$ cat src/rtl/spi_slave.sv
// spi_slave: mode-0 MSB-first SPI responder oversampling SCLK/SS/MOSI in the CLOCK_50 domain
module spi_slave #(
  parameter int bits_transfer = 16,
  parameter int counter_width = $clog2(bits_transfer),
  parameter int sync_stages = 2
) (
  input  logic                     CLOCK_50,
  input  logic                     rst_n,
  input  logic                     spi_sclk,
  input  logic                     spi_ss_n,
  input  logic                     spi_mosi,
  output logic                     spi_miso,
  output logic                     miso_oe,
  input  logic [bits_transfer-1:0] tx_data,
  output logic                     busy,
  output logic [bits_transfer-1:0] rx_data,
  output logic                     rx_valid,
  output logic                     frame_err
);
  typedef enum logic {IDLE, ACTIVE} state_t;
  localparam logic [counter_width:0] full_cnt = (counter_width+1)'(bits_transfer);
  localparam logic [counter_width:0] sat_cnt = (counter_width+1)'(bits_transfer + 1);
  logic [sync_stages:0] sclk_sh_q, ss_sh_q;
  logic [sync_stages-1:0] mosi_sh_q;
  logic sclk_rise_q, sclk_fall_q, ss_rise_q, ss_fall_q;
  logic sclk_rise_d, sclk_fall_d, ss_rise_d, ss_fall_d;
  state_t state_q, state_d;
  logic [bits_transfer-1:0] tx_shift_q, tx_shift_d, rx_shift_q, rx_shift_d, rx_data_q, rx_data_d;
  logic [counter_width:0] bit_cnt_q, bit_cnt_d;
  logic spi_miso_q, spi_miso_d, miso_oe_q, miso_oe_d, busy_q, busy_d;
  logic rx_valid_q, rx_valid_d, frame_err_q, frame_err_d;
  always_comb begin
    sclk_rise_d = sclk_sh_q[sync_stages-1] & ~sclk_sh_q[sync_stages];
    sclk_fall_d = ~sclk_sh_q[sync_stages-1] & sclk_sh_q[sync_stages];
    ss_rise_d = ss_sh_q[sync_stages-1] & ~ss_sh_q[sync_stages];
    ss_fall_d = ~ss_sh_q[sync_stages-1] & ss_sh_q[sync_stages];
  end
  always_comb begin
    state_d = state_q;
    tx_shift_d = tx_shift_q;
    rx_shift_d = rx_shift_q;
    rx_data_d = rx_data_q;
    bit_cnt_d = bit_cnt_q;
    spi_miso_d = spi_miso_q;
    miso_oe_d = miso_oe_q;
    busy_d = busy_q;
    rx_valid_d = 1'b0;
    frame_err_d = 1'b0;
    if (state_q == IDLE) begin
      if (ss_fall_q) begin
        state_d = ACTIVE;
        tx_shift_d = tx_data;
        spi_miso_d = tx_data[bits_transfer-1];
        miso_oe_d = 1'b1;
        busy_d = 1'b1;
        bit_cnt_d = '0;
        rx_shift_d = '0;
      end
    end else if (ss_rise_q) begin
      state_d = IDLE;
      busy_d = 1'b0;
      miso_oe_d = 1'b0;
      spi_miso_d = 1'b0;
      rx_valid_d = bit_cnt_q == full_cnt;
      frame_err_d = bit_cnt_q != full_cnt;
      rx_data_d = rx_valid_d ? rx_shift_q : rx_data_q;
    end else begin
      if (sclk_rise_q) begin
        rx_shift_d = {rx_shift_q[bits_transfer-2:0], mosi_sh_q[sync_stages-1]};
        bit_cnt_d = bit_cnt_q == sat_cnt ? bit_cnt_q : bit_cnt_q + 1'b1;
      end
      if (sclk_fall_q) begin
        tx_shift_d = bit_cnt_q < full_cnt ? tx_shift_q << 1 : tx_shift_q;
        spi_miso_d = bit_cnt_q < full_cnt ? tx_shift_q[bits_transfer-2] : 1'b0;
      end
    end
  end
  always_ff @(posedge CLOCK_50 or negedge rst_n) begin
    if (!rst_n) begin
      sclk_sh_q <= '0;
      ss_sh_q <= '1;
      mosi_sh_q <= '0;
      sclk_rise_q <= 1'b0;
      sclk_fall_q <= 1'b0;
      ss_rise_q <= 1'b0;
      ss_fall_q <= 1'b0;
      state_q <= IDLE;
      tx_shift_q <= '0;
      rx_shift_q <= '0;
      rx_data_q <= '0;
      bit_cnt_q <= '0;
      spi_miso_q <= 1'b0;
      miso_oe_q <= 1'b0;
      busy_q <= 1'b0;
      rx_valid_q <= 1'b0;
      frame_err_q <= 1'b0;
    end else begin
      sclk_sh_q <= {sclk_sh_q[sync_stages-1:0], spi_sclk};
      ss_sh_q <= {ss_sh_q[sync_stages-1:0], spi_ss_n};
      mosi_sh_q <= {mosi_sh_q[sync_stages-2:0], spi_mosi};
      sclk_rise_q <= sclk_rise_d;
      sclk_fall_q <= sclk_fall_d;
      ss_rise_q <= ss_rise_d;
      ss_fall_q <= ss_fall_d;
      state_q <= state_d;
      tx_shift_q <= tx_shift_d;
      rx_shift_q <= rx_shift_d;
      rx_data_q <= rx_data_d;
      bit_cnt_q <= bit_cnt_d;
      spi_miso_q <= spi_miso_d;
      miso_oe_q <= miso_oe_d;
      busy_q <= busy_d;
      rx_valid_q <= rx_valid_d;
      frame_err_q <= frame_err_d;
    end
  end
  assign spi_miso = spi_miso_q;
  assign miso_oe = miso_oe_q;
  assign busy = busy_q;
  assign rx_data = rx_data_q;
  assign rx_valid = rx_valid_q;
  assign frame_err = frame_err_q;
endmodule

$ cat config.mk
export PLATFORM = sky130hd
export DESIGN_NAME = spi_slave
export DESIGN_NICKNAME = d
export VERILOG_FILES = /design/src/rtl/spi_slave.sv
export SDC_FILE = /design/constraint.sdc
export NUM_CORES = 1
export LEC_CHECK = 0
export ABC_AREA = 1
export CORE_UTILIZATION = 40
export CTS_CLUSTER_DIAMETER = 120
export DETAILED_ROUTE_END_ITERATION = 8
export GPL_TIMING_DRIVEN = 0
export PLACE_DENSITY = 0.7
export SYNTH_ARGS = -nofsm -noshare
export SYNTH_HDL_FRONTEND = slang
export SYNTH_SLANG_ARGS = --single-unit
$ cat constraint.sdc
create_clock -name CLOCK_50 -period 1.75 [get_ports CLOCK_50]
set_input_delay 0.35 -clock CLOCK_50 [delete_from_list [all_inputs] [get_ports CLOCK_50]]
set_output_delay 0.35 -clock CLOCK_50 [all_outputs]
set_load 0.02 [all_outputs]
Figure 1. Drive-strength map.
Drawn at 6 px/µm.
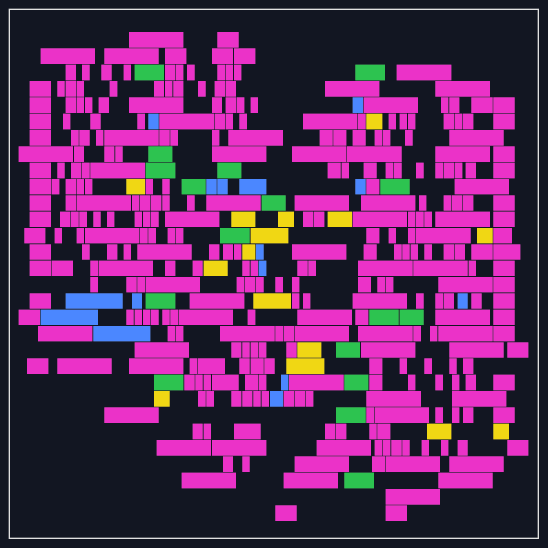
colour	size	cells
yellow	_3 and _4 cells	15
magenta	_0 and _1 cells	324
blue	_2 cells	15
green	_6 and larger	17

Figure 2. Register map, names as in the netlist.
Drawn at 4 px/µm.
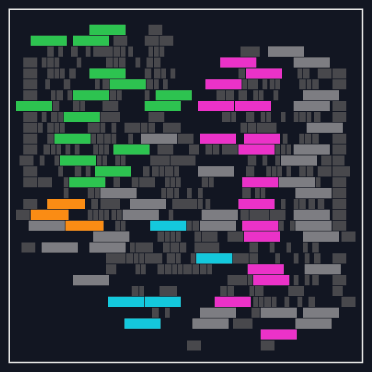
colour	netlist name	flops
green	tx_shift_q	15
orange	ss_sh_q	3
magenta	rx_shift_q	16
cyan	bit_cnt_q	5
not coloured	30
area occupied by registers: 1730 µm²
proportion of cell area occupied by registers: 47.3%
final standard cell utilization of the core: 52.7%

Figure 3. Clock routing.
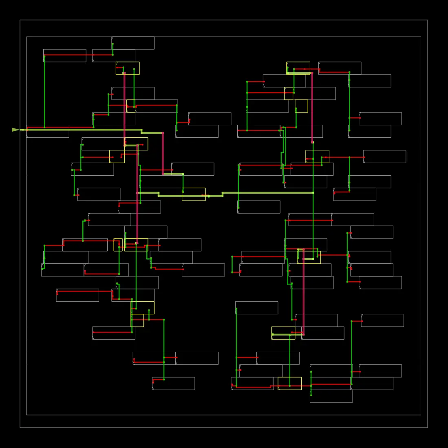
count of clock tree sinks: 69
Clock group: 1.14 mW
clock buffer count: 10

==> notes.org <==
#+TITLE: Synthesis and PnR summary

** Run status
- The run finished with clean final reports.

** Pwr
- For this design the static power due to leakage is 1.77 nW.
- Pwr Density :: 1060 nW/µm²
- In this run, the clock network consumes 29.4% of the power.
- The dominant power group in this design is sequential cells.
- The internal portion of the total power is 2.68 mW.
- Power attributed to sequential cells is 1.90 mW.
- Portion of total power attributed to combinational logic :: 21.7%
- Power drawn by the combinational cells :: 846 µW
- The flow reports that sequential cells draw 48.9% of the design power.
- Switching power :: 1.21 mW

** Synth
- The biggest area contributor in the post-synthesis netlist is dfrtp_1.
- Compound-cell area share of the yosys netlist :: 11.9%
- The cell-mix breakdown from Yosys lists the XOR/XNOR area share as 0%.
- Per the Yosys statistics, synthesis produced 314 cells.
- Cell count after synthesis :: 314
- The Yosys step of the flow raised 0 warnings.
- The main area contributors are dfrtp_1 (56%), nand2_1 (11%), o21ai_0 (5.6%), inv_1 (5.0%), o21ai_1 (3.2%).
- Average size of a mapped cell :: 9.41 µm²
- Of the total synthesized cell area, the portion taken by AND, OR, NAND and NOR gates is 18.7%.
- Sequential fraction of the synthesis area :: 58.6%
- Number of different library cells in the post-synthesis netlist :: 24
- The area recorded from the Yosys report for this design is 2950 µm².
- The post-synth register bit count is 69.
- Adder-Cell Fraction of Synth Area :: 1.27%
- Synth top area share :: 55.9%
- After synthesis, the share of cell area in mux cells is 0%.

** GRT
- Met2 routing resource usage after global routing :: 25.2%
- Pin count of the biggest net entering global routing :: 70
- For met1 alone, demand over resource in global routing was 20.6%.
- The initial antenna violation count came to 0.
- Number of global-route vias before repair :: 2,068
- The global router reports that the layer with the highest usage is met2.

** Floorplanning
- According to the floorplan report, the die height is 87.9 µm.
- Initial Util :: 42.5%
- The initialized floorplan defines 30 standard-cell rows.
- Horizontal die dimension :: 87.9 µm
- In this run the count of I/O pins placed on the die edge is 42.
- According to the floorplan report, the total die area is 7730 µm².

** Clock tree
- Late-Pin Clk Latency :: 340 ps
- The H-tree was split into 3 levels.
- Clock-pin slew was measured on the worst setup and hold paths at 70 ps.
- Looking at the clock tree report, the maximum root-to-sink buffer count equals 2.
- TritonCTS built the clock tree.
- Buffers added to address setup during post-CTS repair amount to 0.
- Gates resized during post-CTS repair numbered 1.
- The tree is rooted in a clkbuf_8.

** Cells and area
- For this run, the script counts the antenna cells in the layout as 0.
- The final layout contains 390 nets.
- Share of layout cells above drive strength 1 :: 12.7%
- Leaving out filler cells and counting taps, the final layout contains 467.
- Layout filler cell count :: 654
- The multi-input combinational cells in the finished layout cover a total of 942 µm².
- In the layout the commonest cells are nand2_1 (87), dfrtp_1 (66), inv_1 (39).

** Worst setup path
- Max Fanout on Critical Path :: 1
- Worst R2R Start :: bit_cnt_q[0]$_DFFE_PN0P_
- The signal on the critical path passes through clkdlybuf4s50_1.
- STA classifies the critical path endpoint as a primary output.
- Across all register-to-register paths, the minimum setup slack is 260 ps.
- On the critical path the largest part of the delay comes from buffers and inverters.
- In this run the number of cells on the critical path is 1.
- The most critical setup path has its startpoint at frame_err$_DFF_PN0_.
- Per the timing report, the most critical flop-to-flop path finishes at rx_data[8]$_DFFE_PN0P_.
- Crit Path Class :: flop to primary output
- Crit path arrival time :: 1310 ps
- Together, buffers and inverters on the worst path number 1.

** STA
- Across the routed clock network, the largest skew measured is 7.60 ps.
- The final timing report derives a shortest allowable period of 1660 ps.
- Across all checked pins, the minimum headroom to the slew limit is 44.0%.
- Summed negative setup slack over all endpoints :: 0 ps
- Final worst hold slack :: 111 ps
- Final count of hold timing violations :: 0
- The transition time recorded at the tightest slew-check pin is 840 ps.
- Final setup margin :: 93.9 ps
- Max-slew violation total from the final report :: 0
- Derived from the worst setup path, the maximum achievable clock frequency is 604 MHz.

** Routing
- Detailed Routing Iterations Pass 1 :: 4
- Routed length on met3 :: 182 µm
- Antenna-violating nets left :: 0
- After detailed routing, the number of remaining DRC violations is 0.
- Routed via count divided by cell count :: 4.54
- Sum of met2 wire segment lengths after detailed routing :: 2380 µm
- M1 wire length :: 2510 µm

** Run
- Tool warning count :: 28

** Place
- The final weighted congestion recorded by global placement is 0.779.
Figure 4. Metal 3.
Drawn at 6 px/µm.
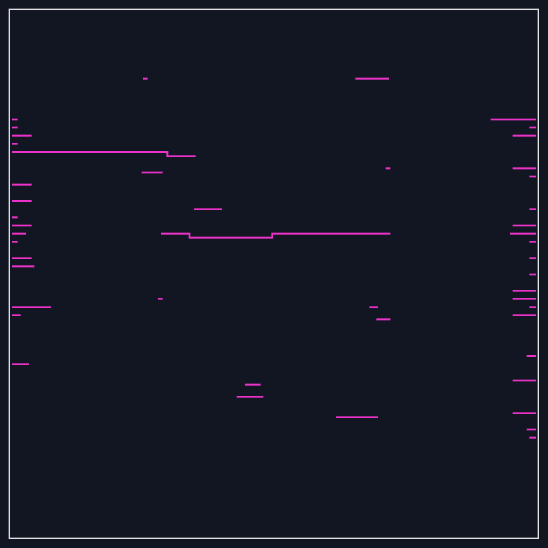
main direction	horizontal
nets with wire on the layer	39
wire length on this layer	183 µm
total routed wirelength: 5150 µm
total via count after detailed routing: 2,121
GR Layer Usage met3: 3.11%

Figure 5. Wiring heat map.
Drawn at 4 px/µm. 18 x 18 tiles, from black (low) to pale yellow (high), scaled to the fullest tile. Values are wire area over tile area, all layers added.
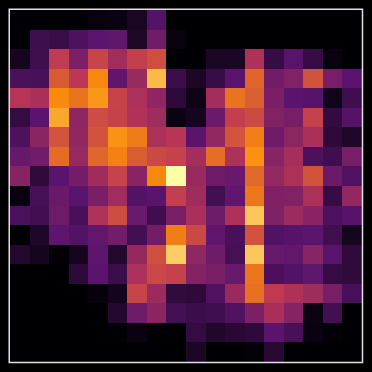
fullest tile	0.39
emptiest ninth of the die	bottom left
tiles over half the peak	17%
mean over tiles	0.10
densest ninth of the die	middle

==> cells in the mapped netlist, drive strengths merged <==
master  instances
nand2          91
o21ai          52
dfrtp          66
or2             1
nor2            9
o22ai          14
nand4           3
nand3          14
buf            12
dfstp           3
a21oi           1
inv            43
ha              3
clkbuf          2
==> area by class of cell <==
cell class | count | share of cell area, %
Buffer | 14 | 3.21
Clock buffer | 10 | 3.76
Clock inverter | 6 | 1.06
Inverter | 43 | 4.48
Multi-Input combinational cell | 188 | 25.7
Sequential cell | 69 | 47.3
Tap cell | 96 | 3.28
Timing Repair Buffer | 41 | 11.2
==> sequential cells by signal, indices dropped and copies added (netlist names), 2 cells and up <==
name	flops
ss_sh_q	3
mosi_sh_q	2
tx_shift_q	15
sclk_sh_q	3
bit_cnt_q	5
rx_data	16
rx_shift_q	16
Power figures rest on the tool's default switching activity, not on a simulated workload.
